[config.mk]
export PLATFORM = sky130hd
export DESIGN_NAME = vga_plot_arbiter
export DESIGN_NICKNAME = d
export VERILOG_FILES = /design/src/rtl/vga_plot_pkg.sv /design/src/rtl/vga_plot_clip.sv /design/src/rtl/vga_plot_arbiter.sv
export SDC_FILE = /design/constraint.sdc
export NUM_CORES = 1
export LEC_CHECK = 0
export CAP_MARGIN = 0
export CORE_UTILIZATION = 40
export DETAILED_ROUTE_END_ITERATION = 8
export PLACE_DENSITY = 0.81
export REMOVE_ABC_BUFFERS = 1
export SLEW_MARGIN = 5
export SYNTH_ARGS = -nofsm -noshare
export SYNTH_HDL_FRONTEND = slang
export SYNTH_SLANG_ARGS = --single-unit
[constraint.sdc]
create_clock -name Clock -period 4.4 [get_ports Clock]
set_input_delay 1.1 -clock Clock [delete_from_list [all_inputs] [get_ports Clock]]
set_output_delay 1.1 -clock Clock [all_outputs]
set_load 0.02 [all_outputs]
[src/rtl/vga_plot_pkg.sv]
// Shared widths, screen bounds and arbiter state encoding for the VGA pixel-port arbiter.
package vga_plot_pkg;

   localparam int unsigned X_W_DEF  = 8;
   localparam int unsigned Y_W_DEF  = 7;
   localparam int unsigned C_W_DEF  = 3;
   localparam int unsigned SCREEN_W = 160;
   localparam int unsigned SCREEN_H = 120;

   typedef enum logic [1:0] {
      IDLE    = 2'd0,
      GNT_BG  = 2'd1,
      GNT_OBJ = 2'd2,
      TURN    = 2'd3
   } arbState_t;

endpackage

[src/rtl/vga_plot_clip.sv]
// Combinational on-screen test for a pixel coordinate.
module vga_plot_clip
   import vga_plot_pkg::*;
#(
   parameter int unsigned X_W = X_W_DEF,
   parameter int unsigned Y_W = Y_W_DEF
) (
   input  logic [X_W-1:0] pixX,
   input  logic [Y_W-1:0] pixY,
   output logic           inBounds_c
);

   assign inBounds_c = (32'(pixX) < SCREEN_W) && (32'(pixY) < SCREEN_H);

endmodule

[src/rtl/vga_plot_arbiter.sv]
// Round-robin arbiter giving the background or object drawer burst ownership of the vga_adapter port.
// Define VGA_PLOT_CLIP_EN to suppress plots of accepted pixels that fall off the 160x120 screen.
module vga_plot_arbiter
   import vga_plot_pkg::*;
#(
   parameter int unsigned X_W = X_W_DEF,
   parameter int unsigned Y_W = Y_W_DEF,
   parameter int unsigned C_W = C_W_DEF
) (
   input  logic           Clock,
   input  logic           Reset,

   input  logic           bg_req,
   input  logic           bg_valid,
   input  logic           bg_last,
   input  logic [X_W-1:0] bg_x,
   input  logic [Y_W-1:0] bg_y,
   input  logic [C_W-1:0] bg_colour,
   output logic           bg_gnt,
   output logic           bg_done,

   input  logic           obj_req,
   input  logic           obj_valid,
   input  logic           obj_last,
   input  logic [X_W-1:0] obj_x,
   input  logic [Y_W-1:0] obj_y,
   input  logic [C_W-1:0] obj_colour,
   output logic           obj_gnt,
   output logic           obj_done,

   output logic           plot,
   output logic [X_W-1:0] vga_x,
   output logic [Y_W-1:0] vga_y,
   output logic [C_W-1:0] vga_colour,
   output logic           busy
);

   arbState_t      stateQ, stateD;
   logic           lastObjQ, lastObjD;
   logic           pixAccept;
   logic [X_W-1:0] pixX;
   logic [Y_W-1:0] pixY;
   logic [C_W-1:0] pixColour;
   logic           bgDoneD, objDoneD;
   logic           inBounds;

`ifdef VGA_PLOT_CLIP_EN
   vga_plot_clip #(
      .X_W (X_W),
      .Y_W (Y_W)
   ) u_clip (
      .pixX       (pixX),
      .pixY       (pixY),
      .inBounds_c (inBounds)
   );
`else
   assign inBounds = 1'b1;
`endif

   // Next-state, pixel mux and burst-completion decode; a dropped req wins over a same-cycle valid.
   always_comb begin
      stateD    = stateQ;
      lastObjD  = lastObjQ;
      pixAccept = 1'b0;
      pixX      = bg_x;
      pixY      = bg_y;
      pixColour = bg_colour;
      bgDoneD   = 1'b0;
      objDoneD  = 1'b0;

      case (stateQ)
         IDLE: begin
            if (bg_req && (!obj_req || lastObjQ)) begin
               stateD   = GNT_BG;
               lastObjD = 1'b0;
            end else if (obj_req) begin
               stateD   = GNT_OBJ;
               lastObjD = 1'b1;
            end
         end
         GNT_BG: begin
            pixAccept = bg_req && bg_valid;
            if (!bg_req || (bg_valid && bg_last)) begin
               stateD  = TURN;
               bgDoneD = 1'b1;
            end
         end
         GNT_OBJ: begin
            pixAccept = obj_req && obj_valid;
            pixX      = obj_x;
            pixY      = obj_y;
            pixColour = obj_colour;
            if (!obj_req || (obj_valid && obj_last)) begin
               stateD   = TURN;
               objDoneD = 1'b1;
            end
         end
         TURN:    stateD = IDLE;
         default: stateD = IDLE;
      endcase
   end

   // All outputs registered; grants and busy follow the state being entered.
   always_ff @(posedge Clock or posedge Reset) begin
      if (Reset) begin
         stateQ     <= IDLE;
         lastObjQ   <= 1'b1;
         bg_gnt     <= 1'b0;
         obj_gnt    <= 1'b0;
         busy       <= 1'b0;
         bg_done    <= 1'b0;
         obj_done   <= 1'b0;
         plot       <= 1'b0;
         vga_x      <= '0;
         vga_y      <= '0;
         vga_colour <= '0;
      end else begin
         stateQ   <= stateD;
         lastObjQ <= lastObjD;
         bg_gnt   <= (stateD == GNT_BG);
         obj_gnt  <= (stateD == GNT_OBJ);
         busy     <= (stateD != IDLE);
         bg_done  <= bgDoneD;
         obj_done <= objDoneD;
         plot     <= pixAccept && inBounds;
         if (pixAccept && inBounds) begin
            vga_x      <= pixX;
            vga_y      <= pixY;
            vga_colour <= pixColour;
         end
      end
   end

endmodule

Figure 1. Wires at chosen ports, followed through buffers.
Scale: 4 px per um.
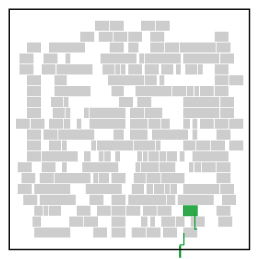
| colour | port | direction | end cells | buffers | wire |
|---|---|---|---|---|---|
| green | obj_last | input | 1 | 1 | 9.40 um |
# port buffers: 67
I/O Pins: 68

Figure 2. Metal layers overlaid.
Scale: 8 px per um. Two of the layers only.
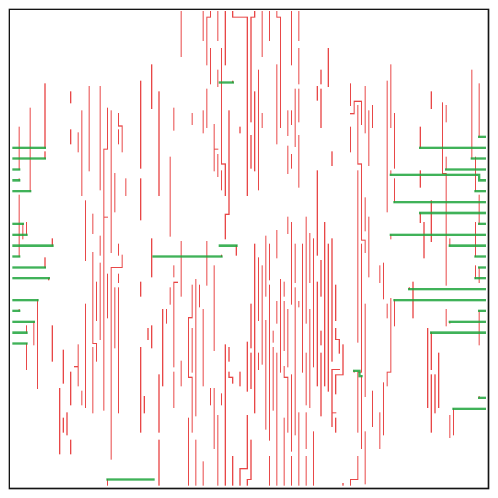
| colour | layer | wire length |
|---|---|---|
| green | met3 | 162 um |
| red | met2 | 1620 um |
routed wire length: 3.04 mm
Via Count: 1093
drt wl/cell: 13.3 um

Figure 3. Pin map.
Scale: 8 px per um. Pins as bars across the die edge, other pins in grey.
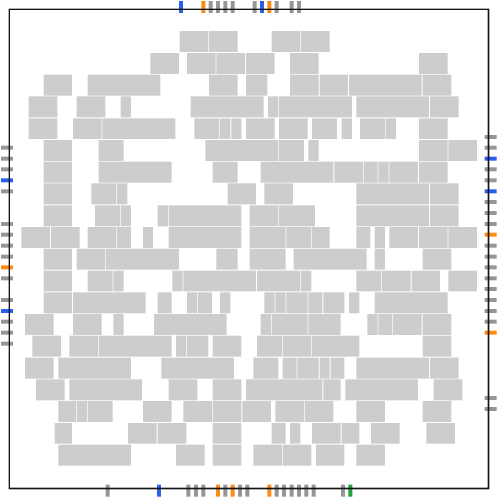
| colour | port | pins | direction | edge |
|---|---|---|---|---|
| orange | bg_x | 8 | input | 3 south, 2 east, 2 north, 1 west |
| green | obj_last | 1 | input | south |
| blue | vga_y | 7 | output | 2 west, 2 north, 2 east, 1 south |
all pins by edge: 21 east, 19 south, 16 west, 12 north
Die W: 59.7 um
die span in y: 59.7 um

registers in the layout, summed over array words and instances (netlist names):
name,flops
stateQ,2
busy,1
lastObjQ,1
bg_done,1
obj_done,1
plot,1
obj_gnt,1
bg_gnt,1
vga_y,7
vga_colour,3
vga_x,8
synth_stat cells (all sizes together):
| library cell | n | area, um2 |
|---|---|---|
| dfrtp | 26 | 651 |
| buf | 5 | 48.8 |
| nand2b | 1 | 6.26 |
| a211o | 1 | 8.76 |
| and2b | 1 | 7.51 |
| dfstp | 1 | 26.3 |
| a21oi | 2 | 13.8 |
| a31oi | 1 | 6.26 |
| ha | 4 | 50.1 |
| a21bo | 1 | 10.0 |
| nor2 | 3 | 11.3 |
| inv | 5 | 18.8 |
| and3 | 2 | 17.5 |
| o21ai | 21 | 158 |
| mux2i | 18 | 180 |
| nand2 | 20 | 75.1 |
| a21boi | 1 | 7.51 |
| and2 | 2 | 12.5 |
| a2bb2oi | 2 | 23.8 |
power groups by stage:
stage,Combinational [W],Sequential (W),Clock [W]
final,0.000744,0.000422,0.000107
after global routing,0.000802,0.000432,0.000120
after CTS,0.000751,0.000422,0.000111
after detailed placement,0.000750,0.000428,0
after global placement,0.000724,0.000422,0
after floorplan,0.000340,0.000532,0
worst min-delay path: stages (launching register included):
cell	delay, ns
dfrtp_1	0.37
nand2_1	0.06
o21ai_2	0.05
cell type report:
class / count / area (um2) / area share [%]
tap: 44 / 55.1 / 2.69
multi-input combinational: 80 / 588 / 28.8
timing repair buffer: 68 / 678 / 33.2
sequential: 27 / 677 / 33.1
inverter: 5 / 18.8 / 0.919
clock buffer: 4 / 26.3 / 1.29
cells by family after synthesis:
family	count (synthesis)
adders and majority gates	4
buffers and inverters	10
muxes	18
AOI/OAI and AO/OA	29
and+or+nand+nor	29
DFF	27
==> reports/metrics.yaml <==
pwr-share-seq_pct: 33.1
grt_use_met1_pct: 19.3
dp_hpwl_mm: 2.37
grtUsageMet3_pct: 2.81
skew_ns: 0.00184
max_stage_delay_ns: 0.77
crit_end: "vga_y[1]"
syn_to_final_growth_pct: 53.3
reg2regPathDepth: 6
drv_slew: 0
ys_seq_share_pct: 50.8
ys_seq_elements: 27
fill_cells: 281
slew_headroom_pct: 33.8
synth.avg_cell_area_um2: 11.4
ant_nets: 0
slowest_stage: "o21ai_4"
reg2reg_from: "stateQ[1]"
cp-start-kind: "input pin"
power_leakage_nw: 0.900
cts_sinks: 27
gr-max-usage-layer: "met2"
wl_met1_mm: 1.21
setup_slack_ns: 1.79
antenna_found_initial: 0
top_layer: "met4"
rsz0062_at_grt: "no"
dr_wl_met3_um: 161
fin_area_um2: 2040
cp_max_fo: 37
drc: 0
layout_top_cell: "clkdlybuf4s50_1"
post-route-min-period_ns: 2.61
via_per_inst: 4.79
finalCritPeriodShare_pct: 59.2
cts-root-buf: "clkbuf_4"
combPwrFrac_pct: 58.4
clockPowerShare_pct: 8.4
arrival_ns: 2.87
ys_chip_area_um2: 1330
drtIter0Drc: 34
fin_tns_setup_ns: 0
vdd_drop_max_mv: 0.306
topCombFamilyByArea: "AND-OR/OR-AND gates"
min-delay-start: "vga_x[6]"
synth_adder_area_share_pct: 3.76
grt_util_all_layers_pct: 18.3
rows: 20
aoi_share_pct: 17.1
r2r_slack_ns: 2.28
switching_share_pct: 40.8
crit_path_start: "bg_req"
power_density_nw_per_um2: 623
synth.mux.area_fraction_pct: 13.5
reg2reg_to: "vga_y[1]"
synth.cell_area_um2: 1330
place_congestion: 0.776
grt_start_max_net_pins: 38
clkTransAtPathRegs_ns: 0.14
gr-usage-met2_pct: 34.9
grt_overflow: 0
worstHoldPathCells: 2
dp_cells: 224
drv_cap: 0
fp-utilization_pct: 42.9
finalHoldViolations: 0
postCtsHoldBufs: 0
coreArea_um2: 3100
required_ns: 4.66
power.internal_w: 0.000754
timing.hold.ws_ns: 0.491
cts_resized: 0
crit_family: "AND-OR/OR-AND gates"
critPathCaptureType: "register"
finalSetupViolCount: 0
fmax_mhz: 384
dp_slack_ns: 1.43
die_area_um2: 3570
h-tree-depth: 1
xor_share_pct: 0
clk_latency_ns: 0.32
synthDistinctLibCells: 26
cts_made_buffers: 3
tool_warnings: 28
p_sw_w: 0.000520
drive_above_1_share_pct: 11.4
grt_pass1_vias: 1114
final_cell_mix: "clkdlybuf4s50_1, dfrtp_1, nand2_1"
fin_nets: 233
instances_no_fill: 228
status: "finished, final reports clean"
post-cts-setup-buffers: 0
placed_cell_area_um2: 2020
grt_pass1_wl_mm: 4.75
hold_path.class: "reg -> reg"
min_to: "vga_x[6]"
simple_gate_share_pct: 9.77
syn_inst: 117
total_power_w: 0.00127
cts_buffer_depth: 2
No activity file was given, so power comes from the tool's default toggle rates.
